<file path="src/rtl/univ_shift_pkg.sv">
// +------------------------------------------------------------------+
// | univ_shift_pkg : mode/state encodings and the one-step operator   |
// | Revision: 1.0                                                     |
// +------------------------------------------------------------------+
`default_nettype none

package univ_shift_pkg;

    localparam logic [2:0] MODE_HOLD  = 3'b000;
    localparam logic [2:0] MODE_LOAD  = 3'b001;
    localparam logic [2:0] MODE_SHL   = 3'b010;
    localparam logic [2:0] MODE_SHR   = 3'b011;
    localparam logic [2:0] MODE_ROTL  = 3'b100;
    localparam logic [2:0] MODE_ROTR  = 3'b101;
    localparam logic [2:0] MODE_ASR   = 3'b110;
    localparam logic [2:0] MODE_CLEAR = 3'b111;

    typedef enum logic [0:0] {
        ST_IDLE = 1'b0,
        ST_RUN  = 1'b1
    } state_t;

    localparam int MAX_W = 64;

    // Operates on a zero-extended MAX_W vector so one function serves any
    // register width; the caller truncates the result back to its width.
    function automatic logic [MAX_W-1:0] next_q(
        input logic [MAX_W-1:0] q,
        input logic [2:0]       mode,
        input logic             ser_in_l,
        input logic             ser_in_r,
        input int               width
    );
        logic [MAX_W-1:0] msb_pos;
        logic             msb;
        msb_pos = MAX_W'(1) << (width - 1);
        msb     = |(q & msb_pos);
        case (mode)
            MODE_SHL:   next_q = (q << 1) | MAX_W'(ser_in_r);
            MODE_SHR:   next_q = (q >> 1) | (ser_in_l ? msb_pos : '0);
            MODE_ROTL:  next_q = (q << 1) | MAX_W'(msb);
            MODE_ROTR:  next_q = (q >> 1) | (q[0] ? msb_pos : '0);
            MODE_ASR:   next_q = (q >> 1) | (msb ? msb_pos : '0);
            MODE_CLEAR: next_q = '0;
            default:    next_q = q;
        endcase
    endfunction

endpackage

`default_nettype wire

</file>
<file path="src/rtl/usr_step_unit.sv">
// +------------------------------------------------------------------+
// | usr_step_unit : combinational single-step shift/rotate operator   |
// | Revision: 1.0                                                     |
// +------------------------------------------------------------------+
`default_nettype none

module usr_step_unit
    import univ_shift_pkg::*;
#(
    parameter int WIDTH = 8
) (
    input  logic [WIDTH-1:0] i_q,
    input  logic [2:0]       i_mode,
    input  logic             i_ser_in_l,
    input  logic             i_ser_in_r,
    output logic [WIDTH-1:0] o_q_next
);

    assign o_q_next = WIDTH'(next_q(MAX_W'(i_q), i_mode, i_ser_in_l, i_ser_in_r, WIDTH));

endmodule

`default_nettype wire

</file>
<file path="src/rtl/univ_shift_reg.sv">
// +------------------------------------------------------------------+
// | univ_shift_reg : universal register with multi-step run engine    |
// | Revision: 1.0                                                     |
// +------------------------------------------------------------------+
`default_nettype none

module univ_shift_reg
    import univ_shift_pkg::*;
#(
    parameter  int WIDTH = 8,
    localparam int CNT_W = $clog2(WIDTH + 1)
) (
    input  logic             clk,
    input  logic             reset,
    input  logic             en,
    input  logic [2:0]       mode,
    input  logic [WIDTH-1:0] d,
    input  logic             ser_in_l,
    input  logic             ser_in_r,
    input  logic             start,
    input  logic [CNT_W-1:0] amount,
    output logic [WIDTH-1:0] q,
    output logic             ser_out_l,
    output logic             ser_out_r,
    output logic             busy,
    output logic             done
);

    state_t           r_state_q, w_state_d;
    logic [2:0]       r_mode_q,  w_mode_d;
    logic [CNT_W-1:0] r_cnt_q,   w_cnt_d;
    logic [WIDTH-1:0] r_data_q,  w_data_d;
    logic             r_done_q,  w_done_d;
    logic [WIDTH-1:0] w_step;
    logic [2:0]       w_op_mode;
    logic             w_single_op;

    assign w_op_mode   = (r_state_q == ST_RUN) ? r_mode_q : mode;
    assign w_single_op = (mode == MODE_HOLD) || (mode == MODE_LOAD) || (mode == MODE_CLEAR);

    usr_step_unit #(
        .WIDTH(WIDTH)
    ) u_step (
        .i_q       (r_data_q),
        .i_mode    (w_op_mode),
        .i_ser_in_l(ser_in_l),
        .i_ser_in_r(ser_in_r),
        .o_q_next  (w_step)
    );

    always_comb begin
        w_state_d = r_state_q;
        w_mode_d  = r_mode_q;
        w_cnt_d   = r_cnt_q;
        w_data_d  = r_data_q;
        w_done_d  = 1'b0;
        case (r_state_q)
            ST_IDLE: begin
                if (start) begin
                    // Single-cycle modes ignore amount and always complete at once
                    if (w_single_op) begin
                        w_data_d = (mode == MODE_LOAD) ? d : w_step;
                        w_done_d = 1'b1;
                    end else if (amount == '0) begin
                        w_done_d = 1'b1;
                    end else begin
                        w_mode_d  = mode;
                        w_cnt_d   = amount;
                        w_state_d = ST_RUN;
                    end
                end else begin
                    w_data_d = (mode == MODE_LOAD) ? d : w_step;
                end
            end
            ST_RUN: begin
                w_data_d = w_step;
                w_cnt_d  = r_cnt_q - CNT_W'(1);
                if (r_cnt_q == CNT_W'(1)) begin
                    w_done_d  = 1'b1;
                    w_state_d = ST_IDLE;
                end
            end
            default: w_state_d = ST_IDLE;
        endcase
    end

    always_ff @(posedge clk) begin
        if (reset) begin
            r_state_q <= ST_IDLE;
            r_mode_q  <= MODE_HOLD;
            r_cnt_q   <= '0;
            r_data_q  <= '0;
            r_done_q  <= 1'b0;
        end else if (en) begin
            r_state_q <= w_state_d;
            r_mode_q  <= w_mode_d;
            r_cnt_q   <= w_cnt_d;
            r_data_q  <= w_data_d;
            r_done_q  <= w_done_d;
        end else begin
            r_done_q  <= 1'b0;
        end
    end

    assign q         = r_data_q;
    assign ser_out_l = r_data_q[WIDTH-1];
    assign ser_out_r = r_data_q[0];
    assign busy      = (r_state_q == ST_RUN);
    assign done      = r_done_q;

endmodule

`default_nettype wire

</file>
<file path="config.mk">
export PLATFORM = sky130hd
export DESIGN_NAME = univ_shift_reg
export DESIGN_NICKNAME = d
export VERILOG_FILES = /design/src/rtl/univ_shift_pkg.sv /design/src/rtl/usr_step_unit.sv /design/src/rtl/univ_shift_reg.sv
export SDC_FILE = /design/constraint.sdc
export NUM_CORES = 1
export LEC_CHECK = 0
export ABC_AREA = 0
export ABC_CLOCK_PERIOD_IN_PS = 3140
export CORE_ASPECT_RATIO = 0.7
export CORE_MARGIN = 3
export CORE_UTILIZATION = 47
export DETAILED_ROUTE_END_ITERATION = 8
export MAX_ROUTING_LAYER = met4
export PLACE_DENSITY_LB_ADDON = 0.05
export RECOVER_POWER = 100
export SYNTH_ARGS = -nofsm -noshare
export SYNTH_HDL_FRONTEND = slang
export SYNTH_SLANG_ARGS = --single-unit
</file>
<file path="constraint.sdc">
create_clock -name clk -period 3.14 [get_ports clk]
set_clock_uncertainty 0.2 [all_clocks]
set_input_delay 0.942 -clock clk [delete_from_list [all_inputs] [get_ports clk]]
set_output_delay 0.942 -clock clk [all_outputs]
set_load 0.03 [all_outputs]
</file>
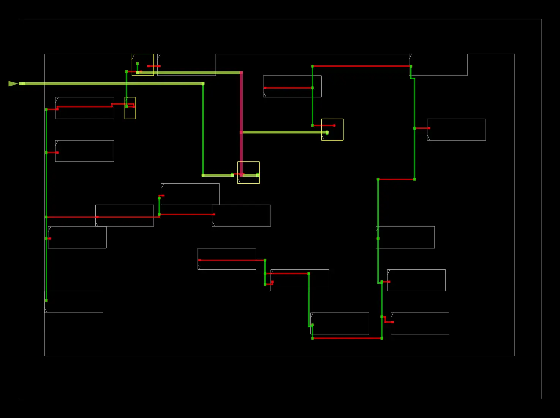
clocks.png
clock network power: 0.000124 W
final sequential cell count: 17
Clock Latency Late Sink: 0.31 ns
TritonCTS Buffers: 3

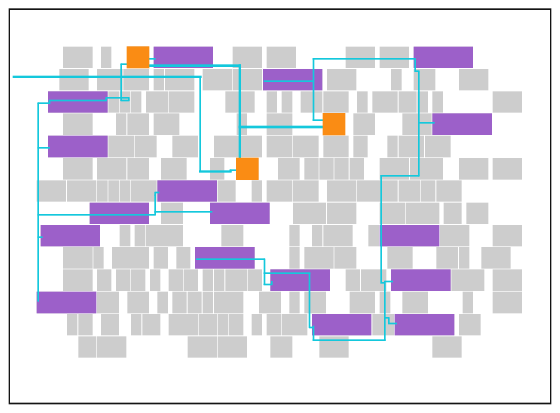
clk_routes.png
[purple] flip-flops | count: 17
[cyan] clock wires | length: 260 um
[orange] clock drivers | count: 3
flops lie: all over the die
routed clock nets: 4
clock power share: 22.9%

==> notes.md <==
impl run done, here's what came out: status finished, final reports clean, routed length per placed instance 15.0 um, Cell Type Count 44, Top Family by Delay on Critical Path simple AND/OR/NAND/NOR gates, min Tclk post-route 2.93 ns, post-synth net total 169, internal reg-to-reg setup slack 0.77 ns, CTS tree yes, biggest area cells dfxtp_1, mux2i_1, o32ai_1, nor2_1, a221oi_1, Avg Inst Size Synth 8.09 um2, Worst Path Arrival 2.94 ns, clk buf depth 2, I/O pins 33, die span in x 65.9 um, Synth Flop Type dfxtp_1, worst hold stages 2, CP cell instances clkdlybuf4s50_1, and3_4, or3b_1, or4_1, mux2i_1, nor2_1, Seq share, synth 28.8%, Worst setup EP type flip-flop, crit path max fanout 5, post-DP HPWL 2440 um, Setup TNS Final 0 ns, total gr overflow 0, Total Routing Usage GR 22.4%, Placed Cells 210, Logic family by area AND-OR/OR-AND gates, Vias/cell 5.79, worst path bufs/invs 1, Final Setup Violations 0, DRT Pass-1 Iters 4, Syn Inst Count 146, Power Dens Cells 344 mW/mm2, Chip Area, Yosys 0.00118 mm2, Area Growth Syn to Fin 33.7%, EDFF count, synth 0, ao+oa area frac 26.6%, Via Count 1239, RSZ-0062 raised after global routing no, kind of critical path input pin to flip-flop, Crit path largest cell delay 0.62 ns, max cap viols 0, count leader, synth nor2_1, clk root buf clkbuf_4, final hold slack 0.328 ns, Required @ worst endpoint 3.15 ns, Synth top cells by count nor2_1, dfxtp_1, inv_1, nand3_1, first-iteration detailed-routing DRC count 118, diode count 0, WHS Endpoint q[5]$_SDFFE_PP0P_, hold wc startpoint q[5]$_SDFFE_PP0P_, Syn. warnings 0, initial antenna violation count 0, Post-Route WL 3220 um
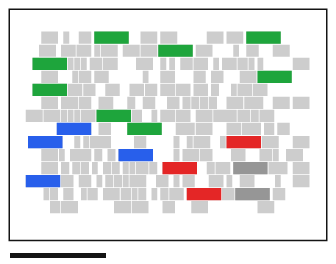
flops_by_reg.png
The bar under the picture is 20 um long. Other sequential cells in the stronger grey, the rest of the logic in the fainter grey.
[red] `r_mode_q` | sequential cells: 3
[green] `q` | sequential cells: 8
[blue] `r_cnt_q` | sequential cells: 4 | where: middle left
not coloured: 2
Finished Core Util: 69.9%
Sequential Area: 340 um2

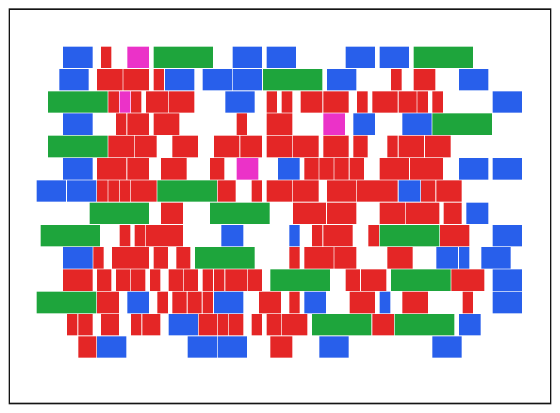
placement_by_type.png
[magenta] clock drivers and dummy loads | cells: 4 | share of their area: 1.7%
[red] combinational and other logic | cells: 117 | share of their area: 50%
[green] flops | cells: 17 | share of their area: 22%
[blue] other buffers and delay cells | cells: 44 | share of their area: 26%
Final Cell Area: 0.00158 mm2
Core Region: 0.00226 mm2
Cell Rows: 14

-- cell usage in the layout, fill, tap and decap left out, types with 3 or more instances in the layout --
master / n
a21oi_1: 7
a221oi_1: 7
buf_4: 9
clkbuf_1: 4
clkbuf_4: 3
clkdlybuf4s50_1: 19
dfxtp_1: 17
dlygate4sd3_1: 13
inv_1: 13
mux2_2: 3
mux2i_1: 7
nand2_1: 3
nand3_1: 9
nor2_1: 18
o31ai_1: 6
o32ai_1: 8
-- stage by stage --
stage          total power, W  setup slack [ns]  area (um2)
2_1_floorplan        0.000354             0.517        1180
3_3_place_gp         0.000423            0.0565        1570
3_5_place_dp         0.000427            0.0266        1570
4_1_cts              0.000551             0.279        1600
5_1_grt              0.000568             0.126        1580
6_report             0.000543             0.210        1580
-- worst max path at each step --
stage                      start                       end  slack, ns  cells past startpoint
3_3_place_gp             mode[1]         q[7]$_SDFFE_PP0P_       0.06                      7
6_report                 mode[2]  r_mode_q[2]$_SDFFE_PP0P_       0.21                      6
4_1_cts        busy$_SDFFE_PP0P_                      busy       0.28                      1
2_1_floorplan            mode[2]  r_mode_q[2]$_SDFFE_PP0P_       0.52                      6
3_5_place_dp             mode[1]         q[7]$_SDFFE_PP0P_       0.03                      7
5_1_grt                  mode[2]  r_mode_q[2]$_SDFFE_PP0P_       0.13                      6
-- tightest hold or removal path: stages (launching register included) --
cell and delay (ns):
dfxtp_1 0.35, inv_1 0.08, o32ai_1 0.06
-- final cells by class --
| class | instances | area [um2] |
|---|---|---|
| Multi-Input combinational cell | 104 | 724 |
| Fill cell | 195 | 681 |
| Timing Repair Buffer | 44 | 399 |
| Sequential cell | 17 | 340 |
| Inverter | 13 | 48.8 |
| Tap cell | 32 | 40.0 |
| Clock buffer | 4 | 26.3 |
-- report_power, final --
| group | internal [W] | total, W | switching [W] |
|---|---|---|---|
| combinational | 0.0000842 | 0.000178 | 0.0000935 |
| clock | 0.0000496 | 0.000124 | 0.0000748 |
| sequential | 0.000226 | 0.000241 | 0.0000144 |
-- routing by layer --
layer / GRT usage [%] / routed length (um)
met1: 33.1 / 1670
met2: 30.5 / 1340
met4: 2.89 / 12
met3: 5.87 / 189
met5: - / 0
-- state kept, by name, indices dropped and copies added (netlist names) --
register  cells
done          1
r_cnt_q       4
q             8
busy          1
r_mode_q      3
-- logic make-up (layout without fill, tap and decap cells) --
group | count (synthesis) | in the layout
buffers and inverters | 25 | 61
AOI/OAI and AO/OA | 42 | 42
and+or+nand+nor | 47 | 47
DFF | 17 | 17
xor gates and xnor gates | 2 | 2
adders and majority gates | 2 | 2
muxes | 11 | 11
Power is estimated from default activity; no workload was simulated.
